$ cat src/rtl/ps2_click_target_fifo.sv
// ps2_click_target_fifo
//   Turns left-click presses from the PS/2 mouse position stage into a queue of
//   clamped target coordinates, presented show-ahead on a valid/ready stream to
//   the tracking-motor controller. Right press flushes the queue, middle press
//   clears the sticky overflow flag. Left presses are rate-limited by a lockout
//   counter of LOCKOUT cycles.
//
//   Optional build macro CLICK_DEDUP_EN: drop a left press whose clamped
//   coordinate equals the last pushed one while the queue is non-empty.
//
// Ports:
//   clk, reset          system clock, synchronous active-high reset
//   x_pos, y_pos        current cursor position (10 bits each)
//   click_l/_r/_m       button levels
//   tgt_x, tgt_y        head-of-queue coordinate (held when empty)
//   tgt_valid           queue non-empty
//   tgt_ready           consumer takes the head this cycle
//   fifo_count          occupied entries
//   fifo_full           fifo_count == DEPTH
//   overflow            sticky: a press was dropped on a full queue
module ps2_click_target_fifo #(
    parameter int DEPTH   = 4,
    parameter int X_MAX   = 639,
    parameter int Y_MAX   = 479,
    parameter int LOCKOUT = 5000000
) (
    input  logic                       clk,
    input  logic                       reset,
    input  logic [9:0]                 x_pos,
    input  logic [9:0]                 y_pos,
    input  logic                       click_l,
    input  logic                       click_r,
    input  logic                       click_m,
    output logic [9:0]                 tgt_x,
    output logic [9:0]                 tgt_y,
    output logic                       tgt_valid,
    input  logic                       tgt_ready,
    output logic [$clog2(DEPTH):0]     fifo_count,
    output logic                       fifo_full,
    output logic                       overflow
);

    localparam int PW = (DEPTH > 1) ? $clog2(DEPTH) : 1;
    localparam int CW = $clog2(DEPTH) + 1;
    localparam int LW = (LOCKOUT > 1) ? $clog2(LOCKOUT) : 1;

    logic [19:0]   mem [DEPTH];
    logic [PW-1:0] wr_ptr, rd_ptr, wr_ptr_n, rd_ptr_n;
    logic [CW-1:0] count_n;
    logic [LW-1:0] lock_cnt;
    logic          hist_l, hist_r, hist_m;
    logic [9:0]    cx, cy;
    logic [19:0]   head_n;
    logic          press_l, press_r, press_m;
    logic          eligible, push_req, do_push, do_pop, drop;
`ifdef CLICK_DEDUP_EN
    logic [19:0]   last_xy;
`endif

    always_comb begin
        cx       = (x_pos > 10'(X_MAX)) ? 10'(X_MAX) : x_pos;
        cy       = (y_pos > 10'(Y_MAX)) ? 10'(Y_MAX) : y_pos;
        press_l  = click_l && !hist_l;
        press_r  = click_r && !hist_r;
        press_m  = click_m && !hist_m;
        eligible = press_l && (lock_cnt == '0);
`ifdef CLICK_DEDUP_EN
        push_req = eligible && !((fifo_count != '0) && ({cx, cy} == last_xy));
`else
        push_req = eligible;
`endif
        do_pop   = 1'b0;
        do_push  = 1'b0;
        drop     = 1'b0;
        wr_ptr_n = wr_ptr;
        rd_ptr_n = rd_ptr;
        count_n  = fifo_count;
        head_n   = {tgt_x, tgt_y};
        if (press_r) begin
            rd_ptr_n = wr_ptr;
            count_n  = '0;
        end else begin
            do_pop  = tgt_valid && tgt_ready;
            do_push = push_req && (!fifo_full || do_pop);
            drop    = push_req && fifo_full && !do_pop;
            if (do_push) wr_ptr_n = wr_ptr + 1'b1;
            if (do_pop)  rd_ptr_n = rd_ptr + 1'b1;
            count_n = fifo_count + CW'(do_push) - CW'(do_pop);
            // Registered show-ahead head: if the new head is the slot being
            // written this edge, forward the incoming coordinate.
            if (count_n != '0)
                head_n = (do_push && (rd_ptr_n == wr_ptr)) ? {cx, cy} : mem[rd_ptr_n];
        end
    end

    always_ff @(posedge clk) begin
        if (reset) begin
            wr_ptr     <= '0;
            rd_ptr     <= '0;
            fifo_count <= '0;
            fifo_full  <= 1'b0;
            tgt_valid  <= 1'b0;
            tgt_x      <= '0;
            tgt_y      <= '0;
            overflow   <= 1'b0;
            lock_cnt   <= '0;
            // History starts high so a button held through reset is not a press.
            hist_l     <= 1'b1;
            hist_r     <= 1'b1;
            hist_m     <= 1'b1;
`ifdef CLICK_DEDUP_EN
            last_xy    <= '0;
`endif
        end else begin
            if (do_push) mem[wr_ptr] <= {cx, cy};
            wr_ptr     <= wr_ptr_n;
            rd_ptr     <= rd_ptr_n;
            fifo_count <= count_n;
            fifo_full  <= (count_n == CW'(DEPTH));
            tgt_valid  <= (count_n != '0);
            {tgt_x, tgt_y} <= head_n;
            if (drop)         overflow <= 1'b1;
            else if (press_m) overflow <= 1'b0;
            if (eligible)             lock_cnt <= LW'(LOCKOUT - 1);
            else if (lock_cnt != '0)  lock_cnt <= lock_cnt - 1'b1;
            hist_l     <= click_l;
            hist_r     <= click_r;
            hist_m     <= click_m;
`ifdef CLICK_DEDUP_EN
            if (press_r)      last_xy <= '0;
            else if (do_push) last_xy <= {cx, cy};
`endif
        end
    end

endmodule

$ cat config.mk
export PLATFORM = sky130hd
export DESIGN_NAME = ps2_click_target_fifo
export DESIGN_NICKNAME = d
export VERILOG_FILES = /design/src/rtl/ps2_click_target_fifo.sv
export SDC_FILE = /design/constraint.sdc
export NUM_CORES = 1
export LEC_CHECK = 0
export CAP_MARGIN = 20
export CELL_PAD_IN_SITES_DETAIL_PLACEMENT = 0
export CELL_PAD_IN_SITES_GLOBAL_PLACEMENT = 1
export CORE_MARGIN = 2
export CORE_UTILIZATION = 33
export DETAILED_ROUTE_END_ITERATION = 16
export PLACE_DENSITY = 0.67
export SLEW_MARGIN = 20
export SYNTH_ARGS = -nofsm -noshare
export SYNTH_HDL_FRONTEND = slang
export SYNTH_SLANG_ARGS = --single-unit
$ cat constraint.sdc
create_clock -name clk -period 7.6 [get_ports clk]
set_input_delay 1.14 -clock clk [delete_from_list [all_inputs] [get_ports clk]]
set_output_delay 1.14 -clock clk [all_outputs]
set_load 0.03 [all_outputs]
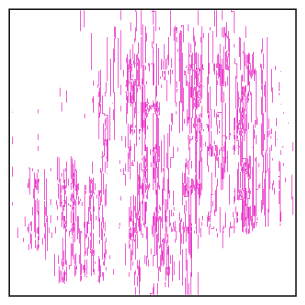
met2.png
(2 px per µm)
share of all routed wire: 49%
longest straight run: 60.2 µm
nets with wire on the layer: 535

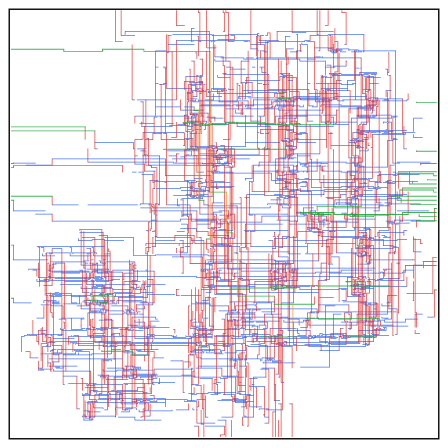
metal_stack.png
(3 px per µm)
[orange] met4 | wire length: 154 µm
[blue] met1 | wire length: 7260 µm
[red] met2 | wire length: 7750 µm
[green] met3 | wire length: 767 µm

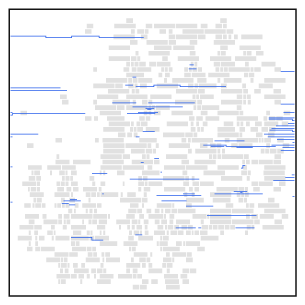
met3.png
(2 px per µm)
nets with wire on the layer: 55
share of all routed wire: 4.8%
wire length on this layer: 767 µm

==> results_dict.tcl <==
# metrics dict for downstream scripts
set metrics [dict create \
    cts_repair_resize_count 0 \
    warning_count 30 \
    max_flop_register "mem" \
    switchingPower_uw 972 \
    drt_iter0_markers 300 \
    power-top-group "registers" \
    clk_pin_slew_ps 60 \
    final_cell_count_no_fill 847 \
    yosys_area_um2 6340 \
    startpoint "tgt_ready" \
    chip_area_um2 20300 \
    top_cell "edfxtp_1" \
    worstSetupEndpointType "flop" \
    xor_share 0.0245 \
    internal-power_mw 1.81 \
    worst_setup_path_start_kind "input port" \
    p_comb_uw 931 \
    finalHoldViolations 0 \
    synth.distinct_cells 61 \
    viasPerCell 5.58 \
    numSynthFlops 136 \
    hold_start "tgt_y[6]" \
    ys_warn_count 0 \
    antenna_found_initial 0 \
    flop_area_um2 3520 \
    dp_cells 814 \
    power.share.clock 0.317 \
    grt.total_usage 0.162 \
    core_um2 18800 \
    taps 234 \
    ys_async_sr_fraction 0 \
    pwr-share-seq 0.348 \
    seq_power_uw 970 \
    clock_path_buffers 2 \
    setup_violations 0 \
    ys_sh_aoi 0.151 \
    layout_min_cycle_time_ps 5080 \
    ys_seq_frac 0.555 \
    fin_nets 635 \
    buf_share 0.0778 \
    crit_family "simple AND/OR/NAND/NOR gates" \
    critPathMaxFanout 43 \
    critPathBufInv 5 \
    hold_path_depth 1 \
    power_leakage_nw 2.60 \
    syn_inst 549 \
    flop-count 136 \
    comb_share 0.343 \
    vias 4723 \
    path_depth 17 \
    adder_share 0.0189 \
    power.density_nw_per_um2 359 \
    grt_overflow 0 \
    nNonClkBuffers 63 \
    rr_worst_depth 16 \
    htree_levels 4 \
    sh_seq_area 0.454 \
    ys_cells 549 \
    relSlewSlack 0.353 \
    gp_congestion 0.765 \
    wirelength_mm 15.9 \
    mux_area_frac 0.0387 \
    area_leaders "edfxtp_1 (38%), dfxtp_1 (18%), mux2_2 (3.6%)" \
    top_area_cell "edfxtp_1" \
    grt_pass1_vias 4698 \
    comb_cells 371 \
    cts_hold_buf 0 \
    diodes 0 \
    cp_slowest_stage_delay_ps 550 \
    topCombFamilyByArea "simple AND/OR/NAND/NOR gates" \
    syn_avg_cell_area_um2 11.6 \
    clk_share 0.0823 \
    cts_setup_buffers 0 \
    rrSetupSlack_ps 3360 \
    ir_drop_v 0.000165 \
    tns_ps 0 \
    drive_above_1_share 0.144 \
    area_delta_synth_final_pct 22.4 \
    cts_tree "done" \
    worst_pin_slew_ps 971 \
    outcome "finished clean" \
    drc 0 \
    worst_skew_pair.late_latency_ps 420 \
    fp_util 0.338 \
    crit_top_cell "inv_1" \
    cap_violations 0 \
    combPwrFrac 0.334 \
    final-comb-area_um2 2660 \
    fin_hold_ws_ps 489 \
    grt_pass1_wl_mm 25.4 \
    holdPathEnd "tgt_y[6]" \
    crit_chain "clkdlybuf4s50_1, nand2_1, buf_4, and2_1, nor4_4, inv_1, ha_1, inv_1, ha_1, inv_1, fa_1, xor3_1, or3b_2, nand2_1, a21oi_2, and3_1, a221o_1" \
    io_buffers 51 \
    fillCellCount 1766 \
    clock-sinks 136 \
    dpl.hpwl_mm 9.68 \
    enable_flop_cells 80 \
    drv_slew 0 \
    dr.pass1.iters 4 \
    grt_max_degree 53 \
    min_period_over_period 0.669 \
    arrival_ps 5380 \
    final_cell_mix "edfxtp_1 (80), dfxtp_1 (55), clkdlybuf4s50_1 (51), o21ai_0 (44), nor3_1 (33)" \
    crit_type "input port to flop" \
    cp_slowest_cell "clkdlybuf4s50_1" \
    io_pins 52 \
    reg2reg_from "tgt_valid" \
    ys.flop_type "edfxtp_1" \
    largest_class "flip-flops and latches" \
    endpoint "tgt_x[5]" \
    top_cell_area_share 0.379 \
    common_cells "edfxtp_1 (80), dfxtp_1 (56), o21ai_0 (44)" \
    cts_root_buffer "clkbuf_16" \
    min_path_type "flop to flop" \
    detail_route.wl_per_cell_um 18.8 \
    reg_top3 "mem x80, lock_cnt x23" \
    fmax_mhz 197 \
    cp.required_ps 7900 \
]
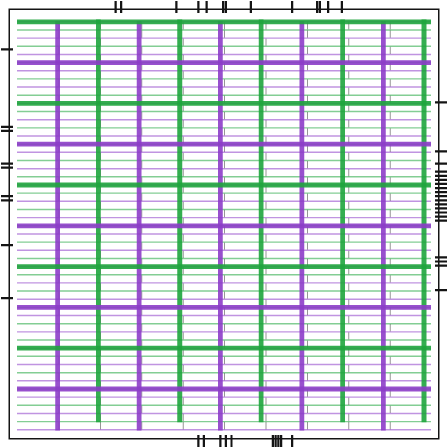
pdn.png
(3 px per µm) Pins as bars on the die edge. Tap cells in gray.
[purple] VSS
[green] VDD
signal pins: 52
met1 rails: 51
rows: 50
met5 straps: 10
met4 straps: 10
Die W: 143 µm
Die Ht: 143 µm

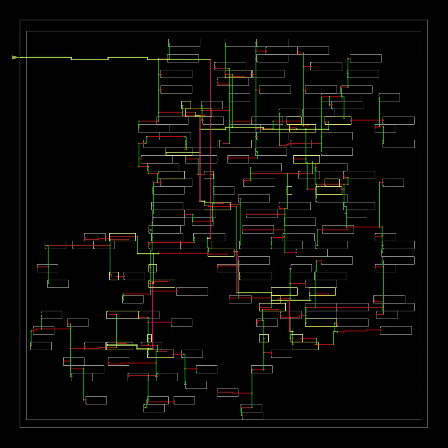
final_clocks.png
Clock group: 884 µW
clock buf count: 21
TritonCTS buffer count: 17

## stage by stage
step / power, mW / setup WS [ps] / utilization / cell area [µm²]
after CTS: 2.80 / 2510 / 0.413 / 7750
after floorplan: 1.64 / 3260 / - / 6350
final: 2.79 / 2520 / 0.414 / 7770
after global placement: 1.88 / 1980 / 0.379 / 7110
after global routing: 2.94 / 2210 / 0.414 / 7770
after detailed placement: 1.91 / 2090 / 0.379 / 7120
## metal layers
metal / vias to the layer above / track usage / routed length, µm
met2: 110 / 0.267 / 7750
met3: 14 / 0.0392 / 767
li1: 2243 / - / -
met4: 0 / 0.0532 / 154
met1: 2356 / 0.209 / 7260
met5: - / 0 / 0
Power and IR drop assume default switching activity.
